Figure 1. Supply network (run 1).
(4 px per um) Pins as bars on the die edge. Tap cells in gray.
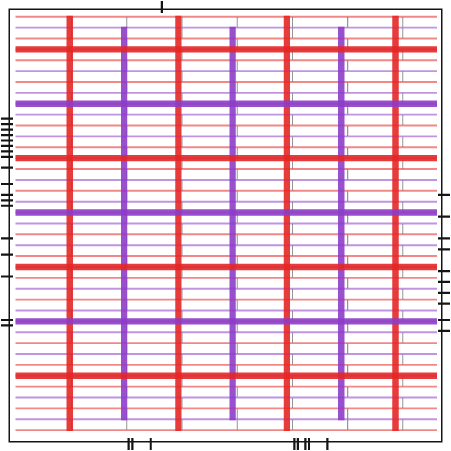
Figure 2. Placed cells, one color a class (run 1).
(4 px per um) Fill, decap, tap and diode cells in gray.
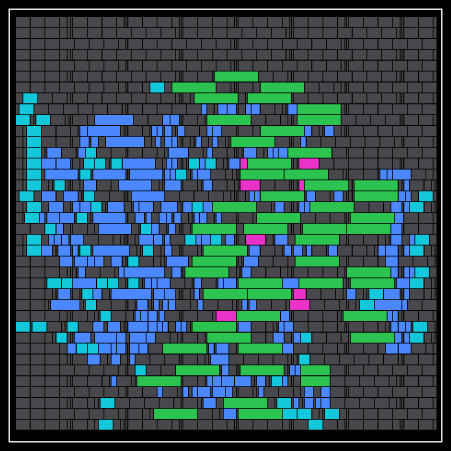
Figure 3. Clock network drawn from the DEF (run 1).
(3 px per um)
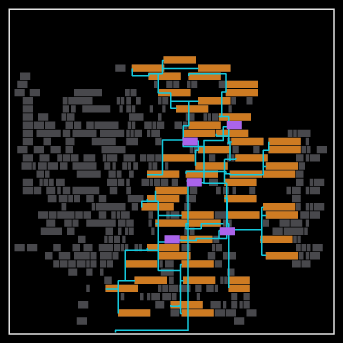
Figure 4. Wiring by layer (run 1).
(4 px per um)
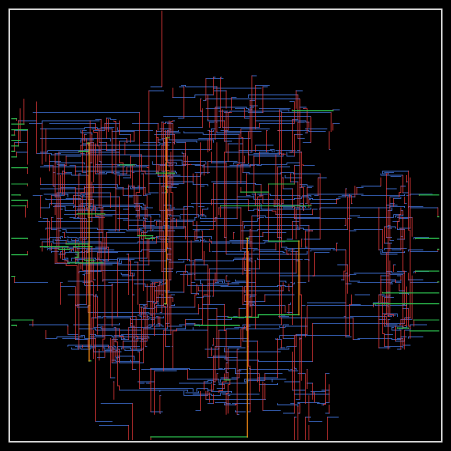
==> config.mk <==
export PLATFORM = sky130hd
export DESIGN_NAME = seq_pattern_tx
export DESIGN_NICKNAME = d
export VERILOG_FILES = /design/src/rtl/seq_pattern_tx.sv
export SDC_FILE = /design/constraint.sdc
export NUM_CORES = 1
export LEC_CHECK = 0
export ABC_AREA = 0
export ABC_CLOCK_PERIOD_IN_PS = 4100
export CORE_UTILIZATION = 30
export DETAILED_ROUTE_END_ITERATION = 12
export PLACE_DENSITY = 0.59
export SYNTH_ARGS = -nofsm -noshare
export SYNTH_HDL_FRONTEND = slang
export SYNTH_SLANG_ARGS = --single-unit
==> constraint.sdc <==
create_clock -name clk -period 4.1 [get_ports clk]
set_input_delay 1.025 -clock clk [delete_from_list [all_inputs] [get_ports clk]]
set_output_delay 1.025 -clock clk [all_outputs]
set_load 0.05 [all_outputs]
==> impl_metrics.py, run 1 <==
# Generated from Yosys and OpenROAD reports
metrics = {
    "floorplanning": {
        "chipArea_um2": 11600,
    },
    "critical_path": {
        "r2r_slack_ns": 1.25,
        "path_max_fanout": 7,
    },
    "synthesis": {
        "synth_cells": 309,
        "synth-seq-area-share_pct": 45.9,
        "async_flop_share_pct": 0,
        "avgSynthCellArea_um2": 10.9,
    },
    "route": {
        "drt-total-wl_um": 7740,
    },
    "hold_path": {
        "hold-path-cell-count": 1,
    },
    "timing": {
        "hold_slack_ns": 0.447,
        "rsz0062_at_grt": "no",
        "worst_slack_ns": 0.160,
        "finalSetupViolCount": 0,
    },
    "placed_design": {
        "portBuffers": 36,
        "pre_cts_ws_ns": -0.363,
    },
    "run_status": {
        "status": "complete, no violations",
    },
    "power": {
        "p_comb_share_pct": 31.5,
        "powerComb_mw": 0.454,
        "total_power_mw": 1.44,
        "p_seq_mw": 0.703,
    },
    "clock_tree": {
        "cts-root-buf": "clkbuf_8",
    },
    "job": {
        "drv_cap": 0,
    },
    "finish": {
        "drive_above_1_share_pct": 20.8,
    },
}
Notes on Figure 1 above:
| color | net |
|---|---|
| purple | VDD |
| red | VSS |
signal pins: 37
rows: 38
met5 straps: 7
met4 straps: 7
met1 rails: 39
peak supply drop: 131 uV
core area: 10900 um^2
die y size: 108 um
Die Width: 108 um

Notes on Figure 2 above:
| color | class | cells | share of their area |
|---|---|---|---|
| blue | remaining logic cells | 239 | 44% |
| magenta | clock drivers and dummy loads | 8 | 2.2% |
| cyan | remaining buffers and delay cells | 71 | 16% |
| green | registers | 52 | 39% |
standard-cell rows: 38
final instance area: 4180 um^2

Notes on Figure 3 above:
[orange] flip-flops | count: 52
[purple] clock-net drivers | count: 5
[cyan] clock wires | length: 583 um
routed clock nets: 6
Clk network pwr share: 19.8%
skew final: 0.00883 ns

Notes on Figure 4 above:
| color | layer | wire length |
|---|---|---|
| red | M2 | 3510 um |
| green | M3 | 279 um |
| orange | M4 | 164 um |
| blue | M1 | 3800 um |
DR vias: 2601
Routed wire per std cell: 15.2 um

==> run 1: worst register-to-register path, delay by kind of cell (launching register included) <==
family / cells / cell delay, ns
compound gates: 2 / 0.54
xor+xnor: 1 / 0.18
fa+ha+maj: 2 / 0.45
buf+inv: 1 / 0.08
flops: 1 / 0.43
simple gates: 3 / 0.94
==> run 1: stage by stage <==
step                      area [um^2]  cells
after floorplan                  3360    309
after detailed placement         4060    502
final                            4180    510
after CTS                        4140    510
after global placement           4060    502
after global routing             4180    510
==> run 1: what timing repair did <==
action	CTS	global route
gates resized	1	4
endpoints found under the setup margin	3	14
hold endpoints to repair	0	0
==> run 1: cell usage after synthesis (2+ instances only) <==
cell      count  area [um^2]
and2_1        7         43.8
o221ai_1      3         26.3
nor3b_1       2         15.0
o22ai_1      12         75.1
a21o_1        2         15.0
buf_4         2         15.0
or2_2         4         25.0
edfxtp_1     50         1500
nand3b_1      2         15.0
nand3_1       8         40.0
nor2_1       30          113
o21ai_0      12         60.1
ha_1          4         50.1
o31ai_1       2         15.0
nand2_1      33          124
mux4_2        9          203
a221oi_1      2         17.5
nor2b_1       4         25.0
mux2i_1       7         70.1
a22o_1        2         17.5
mux2_2        3         33.8
nor3_1        2         10.0
o21a_1        2         15.0
a21oi_1      10         50.1
xor2_1        2         17.5
clkbuf_1      6         22.5
nand2b_1      3         18.8
buf_6         2         22.5
o21ai_2       2         17.5
o22a_1        3         26.3
o21ai_1       4         20.0
dfxtp_1       2         40.0
inv_1        14         52.6
mux4_1        2         52.6
nor4_1        3         18.8
buf_2         7         35.0
a31oi_1      10         62.6
xnor2_1       8         70.1
==> run 1: final cells by class <==
type,instances,area (um^2),share of cell area (%)
Sequential cell,52,1540,36.9
Clock buffer,5,68.8,1.65
Inverter,16,72.6,1.74
Timing Repair Buffer,71,623,14.9
Clock inverter,3,17.5,0.420
Tap cell,140,175,4.20
Multi-Input combinational cell,223,1680,40.2
==> run 1: routing by layer <==
layer	part of all wire (%)	up-vias	global-route usage (%)
met5	0	-	0
met4	2.1	0	5.09
met3	3.6	8	1.82
met2	45	80	22.5
met1	49	1222	19.6
li1	-	1291	-
==> run 1: placed cells by master (no fill, tap or decap), drive strengths merged, types with 3 or more instances in the layout <==
cell and instances:
o221ai 3, edfxtp 50, nand2b 3, mux2 3, mux4 11, o21ai 18
xnor2 10, a21oi 10, mux2i 8, clkdlybuf4s50 36, o22a 3, nand2 34
o22ai 12, ha 4, nor4 3, inv 17, and2 7, clkbuf 5
nor3b 3, buf 35, a31oi 10, nand3 8, or2 4, o21a 3
nor2 30, nor2b 5
==> run 1: cells by family (layout without fill, tap and decap cells) <==
| kind of cell | Yosys count | after routing | synth area share (%) |
|---|---|---|---|
| xor+xnor | 12 | 12 | 3.92 |
| buf+inv | 34 | 95 | 5.11 |
| mux | 22 | 22 | 11.1 |
| flops | 52 | 52 | 45.9 |
| simple gates | 106 | 106 | 16.3 |
| fa+ha+maj | 4 | 4 | 1.49 |
| compound gates | 79 | 79 | 16.1 |
==> run 2: changes to the inputs <==
--- a/config.mk
+++ b/config.mk
@@ -7,6 +7,7 @@
 export LEC_CHECK = 0
 export ABC_AREA = 0
 export ABC_CLOCK_PERIOD_IN_PS = 4100
+export CAP_MARGIN = 20
 export CORE_UTILIZATION = 30
 export DETAILED_ROUTE_END_ITERATION = 12
 export PLACE_DENSITY = 0.59
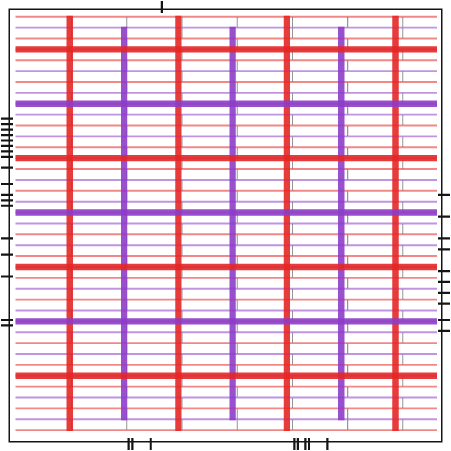
Figure 5: run 2, supply network.
(4 px per um) Pins as bars on the die edge. Tap cells in gray.
| color | net |
|---|---|
| red | VSS |
| purple | VDD |
met5 straps: 7
met4 straps: 7
tap cells: 140

==> run 2 against run 1 <==
Effect of this change: non-clock buffer count unchanged; worst setup slack unchanged; clock power about the same; global-route usage unchanged; hold slack unchanged; synthesized cell count unchanged; combinational power about the same; routed wire length unchanged; maximum frequency unchanged; largest power group unchanged; highest routed layer unchanged.
==> impl_metrics.py, run 2 <==
# Generated from Yosys and OpenROAD reports
metrics = {
    "run_status": {
        "status": "complete, no violations",
    },
    "synthesis": {
        "synth_cells": 309,
        "topCellsByArea": "edfxtp_1 45%, mux4_2 6.0%, nand2_1 3.7%",
        "synth_top_cell_by_count": "edfxtp_1",
        "synth-seq-area-share_pct": 45.9,
        "avgSynthCellArea_um2": 10.9,
        "async_flop_share_pct": 0,
        "edf_count": 50,
        "top_cells_by_count": "50 x edfxtp_1, 33 x nand2_1, 30 x nor2_1, 14 x inv_1",
        "top_cell_area_share_pct": 44.7,
        "top_area_cell": "edfxtp_1",
    },
    "critical_path": {
        "path_depth": 12,
        "path_max_fanout": 7,
    },
    "floorplanning": {
        "die_h_um": 108,
        "die_x_um": 108,
        "rows": 38,
        "core_um2": 10900,
        "chipArea_um2": 11600,
    },
    "timing": {
        "fin_crit_sh_pct": 96.1,
        "rsz0062_at_grt": "no",
        "finalSetupViolCount": 0,
        "hold_slack_ns": 0.447,
        "skew_ns": 0.00883,
    },
    "power": {
        "p_comb_share_pct": 31.5,
        "p_clk_share_pct": 19.8,
        "p_switching_mw": 0.427,
        "ir_drop_uv": 131,
    },
    "finish": {
        "stdcell_count": 510,
        "seqCellArea_um2": 1540,
        "layout_top_cell": "edfxtp_1",
        "layout_top_cells": "50 x edfxtp_1, 36 x clkdlybuf4s50_1, 35 x buf_4",
    },
    "route": {
        "num_vias": 2601,
        "drt-total-wl_um": 7740,
    },
    "job": {
        "drv_cap": 0,
    },
    "clock_tree": {
        "cts-root-buf": "clkbuf_8",
    },
    "placed_design": {
        "portBuffers": 36,
    },
}
## run 2: kinds of logic after synthesis
group	count (synthesis)	synth area share, %
and+or+nand+nor	106	16.3
AOI/OAI and AO/OA	79	16.1
DFF	52	45.9
buffers and inverters	34	5.11
muxes	22	11.1
xor gates and xnor gates	12	3.92
adders and majority gates	4	1.49
## run 2: through the flow
| step | TNS (ns) | power, mW | util, % | area [um^2] | setup WS [ns] |
|---|---|---|---|---|---|
| 3_5_place_dp | -5.45 | 1.16 | 37.2 | 4060 | -0.363 |
| 5_1_grt | 0 | 1.53 | 38.3 | 4180 | 0.0284 |
| 2_1_floorplan | 0 | 0.997 | - | 3360 | 0.0122 |
| 3_3_place_gp | -4.47 | 1.15 | 37.2 | 4060 | -0.299 |
| 6_report | 0 | 1.44 | 38.3 | 4180 | 0.160 |
| 4_1_cts | 0 | 1.44 | 38.1 | 4140 | 0.0435 |
## run 2: power groups by stage
stage               Combinational (mW)  Sequential, mW  Clock [mW]
floorplan                        0.292           0.705           0
global route                     0.501           0.710       0.315
finish                           0.454           0.703       0.285
CTS                              0.448           0.703       0.293
global placement                 0.441           0.713           0
detailed placement               0.447           0.714           0
## run 2: area by class of cell
cell class | instances | share of cell area [%]
clock buffers | 5 | 1.65
flip-flops and latches | 52 | 36.9
repair buffers | 71 | 14.9
clock inverters | 3 | 0.420
inverters | 16 | 1.74
multi-input cells | 223 | 40.2
well taps | 140 | 4.20
## run 2: layer usage
metal | wire, um | track usage [%]
met3 | 278 | 1.82
met5 | 0 | 0
met4 | 163 | 5.09
met1 | 3800 | 19.6
met2 | 3510 | 22.5
## run 2: timing repair
action                     4_1_cts  5_1_grt
gates cloned                     0        0
setup endpoints to repair        3       14
buffers inserted                 0        0
resized                          1        4
pin swaps                        0        0
No activity file was given, so power comes from the tool's default toggle rates.
